$ cat src/rtl/led_pwm_ctrl.sv
// Memory-mapped LED controller: NUM_CH channels in direct, blink or PWM mode,
// driven from a shared prescaled tick, with a level interrupt on PWM wrap.
module led_pwm_ctrl #(
  parameter logic [31:0] BASE_ADDR     = 32'h2000_0000,
  parameter int          NUM_CH        = 4,
  parameter int          PWM_BITS      = 8,
  parameter int          PRESCALE_BITS = 16
) (
  input  logic              sys_clock,
  input  logic              sys_reset_n,
  input  logic              data_req,
  input  logic              data_we,
  input  logic [3:0]        data_be,
  input  logic [31:0]       data_addr,
  input  logic [31:0]       data_wdata,
  output logic [31:0]       data_rdata,
  output logic              data_valid,
  output logic [NUM_CH-1:0] led_out,
  output logic              irq
);

  localparam logic [1:0] MODE_DIRECT = 2'd0;
  localparam logic [1:0] MODE_BLINK  = 2'd1;
  localparam logic [1:0] MODE_PWM    = 2'd2;

  function automatic logic [31:0] be_merge(input logic [31:0] old_val,
                                           input logic [31:0] new_val,
                                           input logic [3:0]  be);
    logic [31:0] r;
    r = old_val;
    for (int b = 0; b < 4; b++)
      if (be[b]) r[8*b +: 8] = new_val[8*b +: 8];
    return r;
  endfunction

  logic                     hit, wr, tick_p0, wrap_evt, wrap_clr, pre_wr;
  logic [5:0]               word;
  logic [NUM_CH-1:0]        led_reg, ch_wr, led_nxt;
  logic                     ctrl_en, ctrl_irq_en, wrap;
  logic [PRESCALE_BITS-1:0] prescale, pre_cnt;
  logic [PWM_BITS-1:0]      pwm_cnt;
  logic [1:0]               ch_mode   [NUM_CH];
  logic [7:0]               ch_duty   [NUM_CH];
  logic [15:0]              ch_half   [NUM_CH];
  logic [15:0]              blk_cnt   [NUM_CH];
  logic                     blk_state [NUM_CH];
  logic [31:0]              ch_wval   [NUM_CH];
  logic [31:0]              led_wval, ctrl_wval, pre_wval, rd_val;
  logic                     unused_bits, unused_ch;

  assign hit      = data_req && (data_addr[31:8] == BASE_ADDR[31:8]);
  assign wr       = hit && data_we;
  assign word     = data_addr[7:2];
  assign pre_wr   = wr && (word == 6'd2);
  assign wrap_clr = wr && (word == 6'd3) && data_be[0] && data_wdata[0];
  assign tick_p0  = ctrl_en && (pre_cnt == prescale);
  assign wrap_evt = tick_p0 && (pwm_cnt == '1);
  assign irq      = wrap && ctrl_irq_en;

  assign led_wval  = be_merge(32'(led_reg), data_wdata, data_be);
  assign ctrl_wval = be_merge({30'b0, ctrl_irq_en, ctrl_en}, data_wdata, data_be);
  assign pre_wval  = be_merge(32'(prescale), data_wdata, data_be);

  always_comb begin
    unused_ch = 1'b0;
    for (int i = 0; i < NUM_CH; i++) begin
      ch_wr[i]   = wr && (word == 6'(4 + i));
      ch_wval[i] = be_merge({ch_half[i], ch_duty[i], 6'b0, ch_mode[i]}, data_wdata, data_be);
      unused_ch  = unused_ch ^ (^ch_wval[i]);
    end
  end

  assign unused_bits = ^{data_addr[1:0], led_wval, ctrl_wval, pre_wval, unused_ch};

  always_comb begin
    rd_val = '0;
    case (word)
      6'd0: rd_val = 32'(led_reg);
      6'd1: rd_val = {30'b0, ctrl_irq_en, ctrl_en};
      6'd2: rd_val = 32'(prescale);
      6'd3: rd_val = {31'b0, wrap};
      default:
        for (int i = 0; i < NUM_CH; i++)
          if (word == 6'(4 + i)) rd_val = {ch_half[i], ch_duty[i], 6'b0, ch_mode[i]};
    endcase
  end

  always_comb begin
    led_nxt = '0;
    for (int i = 0; i < NUM_CH; i++) begin
      case (ch_mode[i])
        MODE_DIRECT: led_nxt[i] = led_reg[i];
        MODE_BLINK:  led_nxt[i] = ctrl_en && blk_state[i];
        MODE_PWM:    led_nxt[i] = ctrl_en && (pwm_cnt < ch_duty[i][PWM_BITS-1:0]);
        default:     led_nxt[i] = 1'b0;
      endcase
    end
  end

  // Register file; a wrap event takes priority over a W1C clear of WRAP
  always_ff @(posedge sys_clock or negedge sys_reset_n) begin
    if (!sys_reset_n) begin
      led_reg     <= '0;
      ctrl_en     <= 1'b0;
      ctrl_irq_en <= 1'b0;
      prescale    <= '0;
      wrap        <= 1'b0;
      for (int i = 0; i < NUM_CH; i++) begin
        ch_mode[i] <= '0;
        ch_duty[i] <= '0;
        ch_half[i] <= '0;
      end
    end else begin
      if (wr && (word == 6'd0)) led_reg <= led_wval[NUM_CH-1:0];
      if (wr && (word == 6'd1)) begin
        ctrl_en     <= ctrl_wval[0];
        ctrl_irq_en <= ctrl_wval[1];
      end
      if (pre_wr) prescale <= pre_wval[PRESCALE_BITS-1:0];
      if (wrap_evt)      wrap <= 1'b1;
      else if (wrap_clr) wrap <= 1'b0;
      for (int i = 0; i < NUM_CH; i++) begin
        if (ch_wr[i]) begin
          ch_mode[i] <= ch_wval[i][1:0];
          ch_duty[i] <= ch_wval[i][15:8];
          ch_half[i] <= ch_wval[i][31:16];
        end
      end
    end
  end

  // Tick stage: prescaler, PWM counter and blink state
  always_ff @(posedge sys_clock or negedge sys_reset_n) begin
    if (!sys_reset_n) begin
      pre_cnt <= '0;
      pwm_cnt <= '0;
      for (int i = 0; i < NUM_CH; i++) begin
        blk_cnt[i]   <= '0;
        blk_state[i] <= 1'b0;
      end
    end else begin
      if (!ctrl_en || pre_wr || tick_p0) pre_cnt <= '0;
      else                               pre_cnt <= pre_cnt + PRESCALE_BITS'(1);
      if (!ctrl_en)     pwm_cnt <= '0;
      else if (tick_p0) pwm_cnt <= pwm_cnt + PWM_BITS'(1);
      for (int i = 0; i < NUM_CH; i++) begin
        if (!ctrl_en || ch_wr[i]) begin
          blk_cnt[i]   <= '0;
          blk_state[i] <= 1'b0;
        end else if (tick_p0 && (ch_mode[i] == MODE_BLINK)) begin
          if (blk_cnt[i] == ch_half[i]) begin
            blk_cnt[i]   <= '0;
            blk_state[i] <= ~blk_state[i];
          end else begin
            blk_cnt[i] <= blk_cnt[i] + 16'd1;
          end
        end
      end
    end
  end

  // Output stage: registered LED drive and bus response
  always_ff @(posedge sys_clock or negedge sys_reset_n) begin
    if (!sys_reset_n) begin
      led_out    <= '0;
      data_rdata <= '0;
      data_valid <= 1'b0;
    end else begin
      led_out    <= led_nxt;
      data_valid <= hit;
      data_rdata <= (hit && !data_we) ? rd_val : 32'd0;
    end
  end

endmodule
$ cat config.mk
export PLATFORM = sky130hd
export DESIGN_NAME = led_pwm_ctrl
export DESIGN_NICKNAME = d
export VERILOG_FILES = /design/src/rtl/led_pwm_ctrl.sv
export SDC_FILE = /design/constraint.sdc
export NUM_CORES = 1
export LEC_CHECK = 0
export ABC_CLOCK_PERIOD_IN_PS = 4050
export CAP_MARGIN = 20
export CORE_ASPECT_RATIO = 0.9
export CORE_MARGIN = 2
export CORE_UTILIZATION = 64
export CTS_CLUSTER_DIAMETER = 150
export DETAILED_ROUTE_END_ITERATION = 6
export GPL_TIMING_DRIVEN = 0
export MAX_ROUTING_LAYER = met4
export PLACE_DENSITY = 0.88
export SLEW_MARGIN = 20
export SYNTH_ARGS = -nofsm -noshare
export SYNTH_HDL_FRONTEND = slang
export SYNTH_SLANG_ARGS = --single-unit
$ cat constraint.sdc
create_clock -name sys_clock -period 4.05 [get_ports sys_clock]
set_clock_uncertainty 0.15 [all_clocks]
set_input_delay 0.81 -clock sys_clock [delete_from_list [all_inputs] [get_ports sys_clock]]
set_output_delay 0.81 -clock sys_clock [all_outputs]
set_load 0.005 [all_outputs]
**Run 1: metal layers overlaid**

Scale: 2 px per um. Two of the layers only.
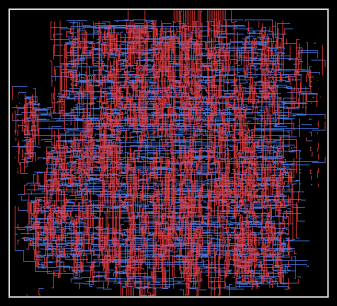
Key: red = M2 [wire length 17800 um]; blue = M1 [wire length 15100 um]

**Run 1: sequential cells grouped by signal name**

Scale: 4 px per um. Other sequential cells in the stronger gray, the rest of the logic in the fainter gray.
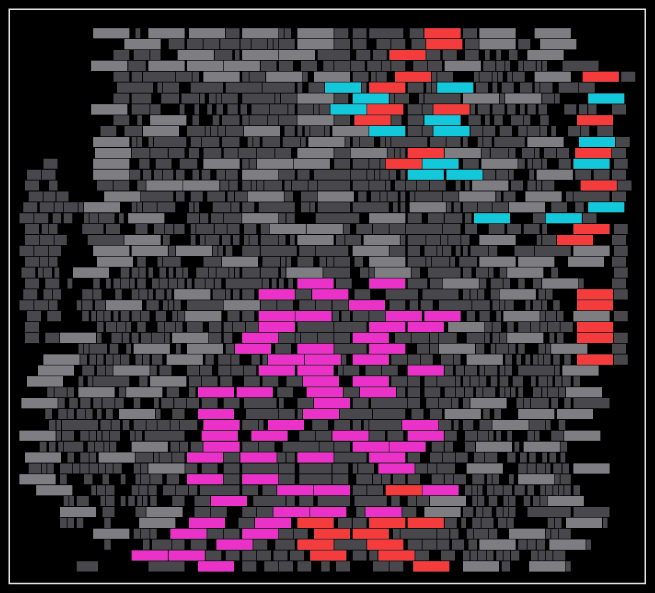
Key: cyan = prescale [sequential cells 16]; red = data_rdata [sequential cells 32]; magenta = ch_half [sequential cells 64]

**Run 1: cell outlines without signal wires**

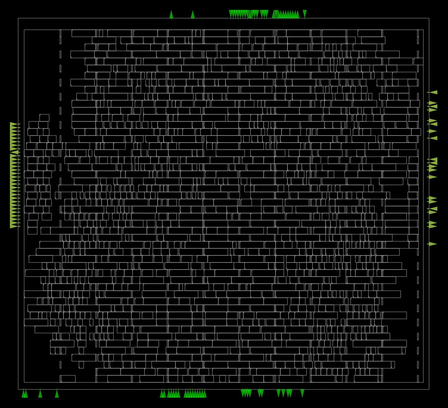
flop count: 256
# rows: 50
Fillers: 1288
core area: 21000 sq um

==> run summary, run 1 <==
yosys + openroad results -> final WL=38800 um, grt met1 use=48.3%, met3 usage=8.10%, number of port buffers=104, power share of the combinational group=3.8%, Final nets=1501, CTS tree=built, initial antenna violation count=1, TritonCTS Buffers=27, syn_area_per_cell=11.1 sq um, leakage=6.85 nW, distinct lib cells=58, Sw Share=21.9%, largest net degree at the start of global routing=102, Post-DP HPWL=26700 um, postcts setup bufs=0, Net Switching=1.16 mW, number of OpenROAD warnings=42, Vias=11200, gate count after technology mapping=1244, number of cells in Yosys stat=1244, CP Max Fanout=8, busiest layer in global routing=met2, register area=6410 sq um, CP arrival=4050 ps, ys async rst share=100%, leading registers by flop count=blk_cnt: 64 flops, ch_half: 64 flops, internal power=4.13 mW, share of cells above drive strength 1=17.0%, Critical R2R Launch=pre_cnt[4]$_DFF_PN0_, run status=finished, final reports clean, fmax=265 MHz, global-route wire length before repair=61600 um, Final Max Slew Viols=0, CTS H-tree depth=1, Starting DRT DRC Count=1035, CP Class=input port to register, Initial DRT Pass Iterations=7, hold_ws=90.9 ps, Latency at later pin=540 ps, clock buffer depth=3, clock share of power=47.9%, met2 Use GR=54.7%, GPL Wtd Cong=0.922, clock-pin slew on the worst setup and hold paths=70 ps, Fin. Hold Viols=0, area growth from synthesis to final layout=17.2%, Placed Cells incl. Taps=1636
## run 1: cells in the mapped netlist, drive strengths merged (17+ instances only)
master  instances  area share, %
clkbuf         32           0.88
nor2           78            2.1
dfrtp         256             47
xnor2          91            5.8
ha             50            4.5
and3           23            1.0
a21oi          65            2.4
nand4          40            1.8
o21ai          63            2.3
or3            19           0.86
or3b           17            1.1
inv            45            1.2
mux4           27            4.4
and2           24            1.1
nand3          39            1.4
mux2          126             10
nand2          58            1.7
nor2b          26            1.2
## run 1: final timing paths
path / endpoint / slack, ps / depth (start not counted)
max in group asynchronous: data_rdata[6]$_DFF_PN0_ / 2740 / 2
worst max register to register: pre_cnt[7]$_DFF_PN0_ / 820 / 8
worst max-delay path: ch_duty[7]$_DFFE_PN0P_ / 270 / 6
min in group sys_clock: ch_duty[8]$_DFFE_PN0P_ / 380 / 1
worst min-delay path: blk_cnt[20]$_DFFE_PN0P_ / 90 / 1
worst min register to register: ch_duty[8]$_DFFE_PN0P_ / 380 / 1
## run 1: logic make-up (layout without fill, tap and decap cells)
family	count (synthesis)	after routing	synth area share, %
other cells	0	1	0
buf+inv	91	245	2.63
simple gates	404	404	17.1
fa+ha+maj	50	50	4.54
compound gates	181	181	7.58
xor+xnor	105	105	6.68
flops	256	256	46.5
mux	157	157	15.0
## run 1: worst max-delay path: stages
cell and delay, ps:
clkdlybuf4s50_1 460, nor4b_4 650, nand3_1 220, nor3_1 830
nand2_1 620, mux2_2 460
## run 1: power groups by stage
stage	registers (mW)	logic [mW]	clock network (mW)
finish	2.56	0.201	2.53
global route	2.56	0.218	2.64
CTS	2.56	0.202	2.53
detailed placement	2.60	0.200	0
global placement	2.61	0.188	0
floorplan	2.61	0.0372	0
## run 1: cell usage in the layout (no fill, tap or decap), types with 13 or more instances in the layout
master / count
a21o_1: 13
a21oi_1: 65
and2_1: 20
and3_1: 23
clkbuf_1: 35
clkbuf_16: 27
clkdlybuf4s50_1: 103
dfrtp_1: 256
ha_1: 50
inv_1: 45
mux2_2: 126
mux4_2: 27
nand2_1: 55
nand3_1: 39
nand4_1: 40
nor2_1: 77
nor2b_1: 26
nor3_1: 14
o21ai_0: 63
or3_1: 19
xnor2_1: 91
xor2_1: 14
## run 1: routing by layer
metal / wire length, um / part of all wire [%]
met4: 1870 / 4.8
met2: 17800 / 46
met5: 0 / 0
met3: 4010 / 10
met1: 15100 / 39
## run 1: cell type report
class,count,area share [%]
Antenna cell,1,0.0155
Buffer,46,1.20
Clock buffer,39,4.96
Clock inverter,9,0.628
Inverter,45,1.05
Multi-Input combinational cell,897,43.4
Sequential cell,256,39.7
Tap cell,286,2.22
Timing Repair Buffer,106,6.82
## run 1: through the flow
stage | utilization, % | worst slack, ps
5_1_grt | 77.0 | 354
3_3_place_gp | 72.4 | -8590
6_report | 77.0 | 274
4_1_cts | 77.0 | 506
3_5_place_dp | 72.7 | -33.4
2_1_floorplan | - | 1280
==> run 2, diff against run 1 <==
CTS_CLUSTER_DIAMETER = 100   (was 150)
**Run 2: signal wires on met3**

Scale: 2 px per um.
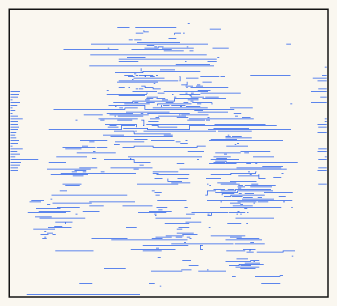
The layer holds 10% of the routed length. 263 nets have wire on it. The longest straight run is 62.1 um. The wires run mostly horizontal.

**Run 2: sequential cells grouped by signal name**

Scale: 4 px per um. Other sequential cells in the stronger gray, the rest of the logic in the fainter gray.
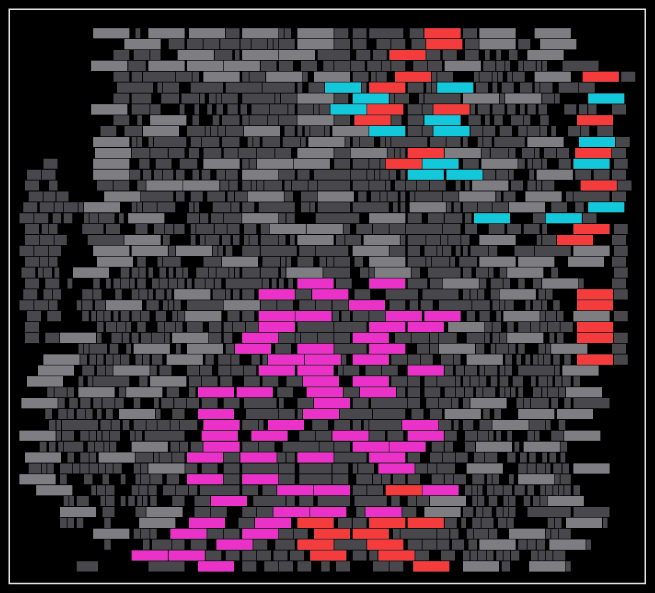
Key: red = data_rdata [sequential cells 32]; cyan = prescale [sequential cells 16]; magenta = ch_half [sequential cells 64]
Another 144 sequential cells are not colored.

==> run 2 against run 1 <==
Net effect:
- sequential power about the same
- global-route usage unchanged
- first-iteration DRC count unchanged
- setup slack unchanged
- power unchanged
- register-to-register slack about the same
- fmax unchanged
- area after synthesis unchanged
- die area unchanged
- combinational power about the same
==> run summary, run 2 <==
yosys + openroad results -> run status=finished, final reports clean (unchanged), final WL=38800 um (unchanged), clock-pin slew on the worst setup and hold paths=70 ps (about the same), Worst path max stage delay=830 ps (about the same), area growth from synthesis to final layout=17.2% (unchanged), CTS tree=built (unchanged), Main area contributors=dfrtp_1, mux2_2, xnor2_1, ha_1, mux4_2 (unchanged), Top non-seq family=simple AND/OR/NAND/NOR gates (unchanged), register area=6410 sq um (unchanged), Sw Share=21.9% (unchanged), crit path cell chain=clkdlybuf4s50_1 > nor4b_4 > nand3_1 > nor3_1 > nand2_1 > mux2_2 (unchanged), initial antenna violation count=1 (unchanged), yosys aoi share=7.58% (unchanged), TritonCTS Buffers=27 (unchanged), share of cells above drive strength 1=17.0% (unchanged), cell family with most CP delay=simple AND/OR/NAND/NOR gates (unchanged), leading registers by flop count=blk_cnt: 64 flops, ch_half: 64 flops (unchanged), postcts setup bufs=0 (unchanged), Post-DP HPWL=26700 um (unchanged), most frequent cells in the layout=dfrtp_1, mux2_2, clkdlybuf4s50_1 (unchanged), Net Switching=1.16 mW (unchanged), fmax=265 MHz (unchanged), Mux area share=15.0% (unchanged), distinct lib cells=58 (unchanged), Latency at later pin=540 ps (about the same), GPL Wtd Cong=0.922 (unchanged), RR Endpoint=pre_cnt[7]$_DFF_PN0_ (unchanged), internal power=4.13 mW (unchanged), yosys adder share=4.54% (unchanged), most common cell in the netlist=dfrtp_1 (unchanged), power share of the combinational group=3.8% (about the same), most common logic cell in the routed design=dfrtp_1 (unchanged), WP buf/inv=1 (unchanged), gate count after technology mapping=1244 (unchanged), number of port buffers=104 (unchanged), syn_area_per_cell=11.1 sq um (unchanged), Slowest cell on crit path=nor3_1 (unchanged), number of cells in Yosys stat=1244 (unchanged), Critical R2R Launch=pre_cnt[4]$_DFF_PN0_ (unchanged), CP arrival=4050 ps (about the same)
[run 2: cell counts after synthesis]
No cell type changed its count.
[run 2: cells by family (layout without fill, tap and decap cells)]
logic type | count (synthesis) | in the layout
compound gates | 181 | 181
flops | 256 | 256
fa+ha+maj | 50 | 50
mux | 157 | 157
other cells | 0 | 1
simple gates | 404 | 404
buf+inv | 91 | 245
xor+xnor | 105 | 105
[run 2: cell type report]
| class | instances | area share (%) |
|---|---|---|
| Antenna cell | 1 | 0.0155 |
| Buffer | 46 | 1.20 |
| Clock buffer | 39 | 4.96 |
| Clock inverter | 9 | 0.628 |
| Inverter | 45 | 1.05 |
| Multi-Input combinational cell | 897 | 43.4 |
| Sequential cell | 256 | 39.7 |
| Tap cell | 286 | 2.22 |
| Timing Repair Buffer | 106 | 6.82 |
[run 2: layer usage]
metal	GRT usage, %	vias to the layer above	share of wire (%)
met5	-	-	0
met4	16.1	0	4.8
met3	8.10	190	10
met2	54.7	709	46
met1	48.3	5494	39
li1	-	4786	-
[run 2: stage by stage]
stage | hold slack, ps | util (%) | TNS (ps) | cells
floorplan | 329 | - | 0 | 1244
detailed placement | 363 | 72.7 | -232 | 1636
global placement | 361 | 72.4 | -2192820 | 1634
finish | 90.9 | 77.0 | 0 | 1685
global route | 126 | 77.0 | 0 | 1685
CTS | 112 | 77.0 | 0 | 1684
[run 2: worst max path at each step]
stage | from | end | cells past startpoint
2_1_floorplan | data_addr[26] | blk_cnt[55]$_DFFE_PN0P_ | 8
3_3_place_gp | sys_reset_n | data_rdata[6]$_DFF_PN0_ | 1
3_5_place_dp | data_addr[5] | ch_duty[4]$_DFFE_PN0P_ | 6
4_1_cts | data_addr[5] | ch_duty[6]$_DFFE_PN0P_ | 6
5_1_grt | data_addr[5] | ch_duty[4]$_DFFE_PN0P_ | 6
6_report | data_addr[5] | ch_duty[7]$_DFFE_PN0P_ | 6
[run 2: power groups by stage]
stage | Combinational (mW) | Sequential, mW | Clock, mW
2_1_floorplan | 0.0372 | 2.61 | 0
5_1_grt | 0.218 | 2.56 | 2.64
3_3_place_gp | 0.188 | 2.61 | 0
6_report | 0.201 | 2.56 | 2.53
4_1_cts | 0.202 | 2.56 | 2.53
3_5_place_dp | 0.200 | 2.60 | 0
Power is estimated from default activity; no workload was simulated.
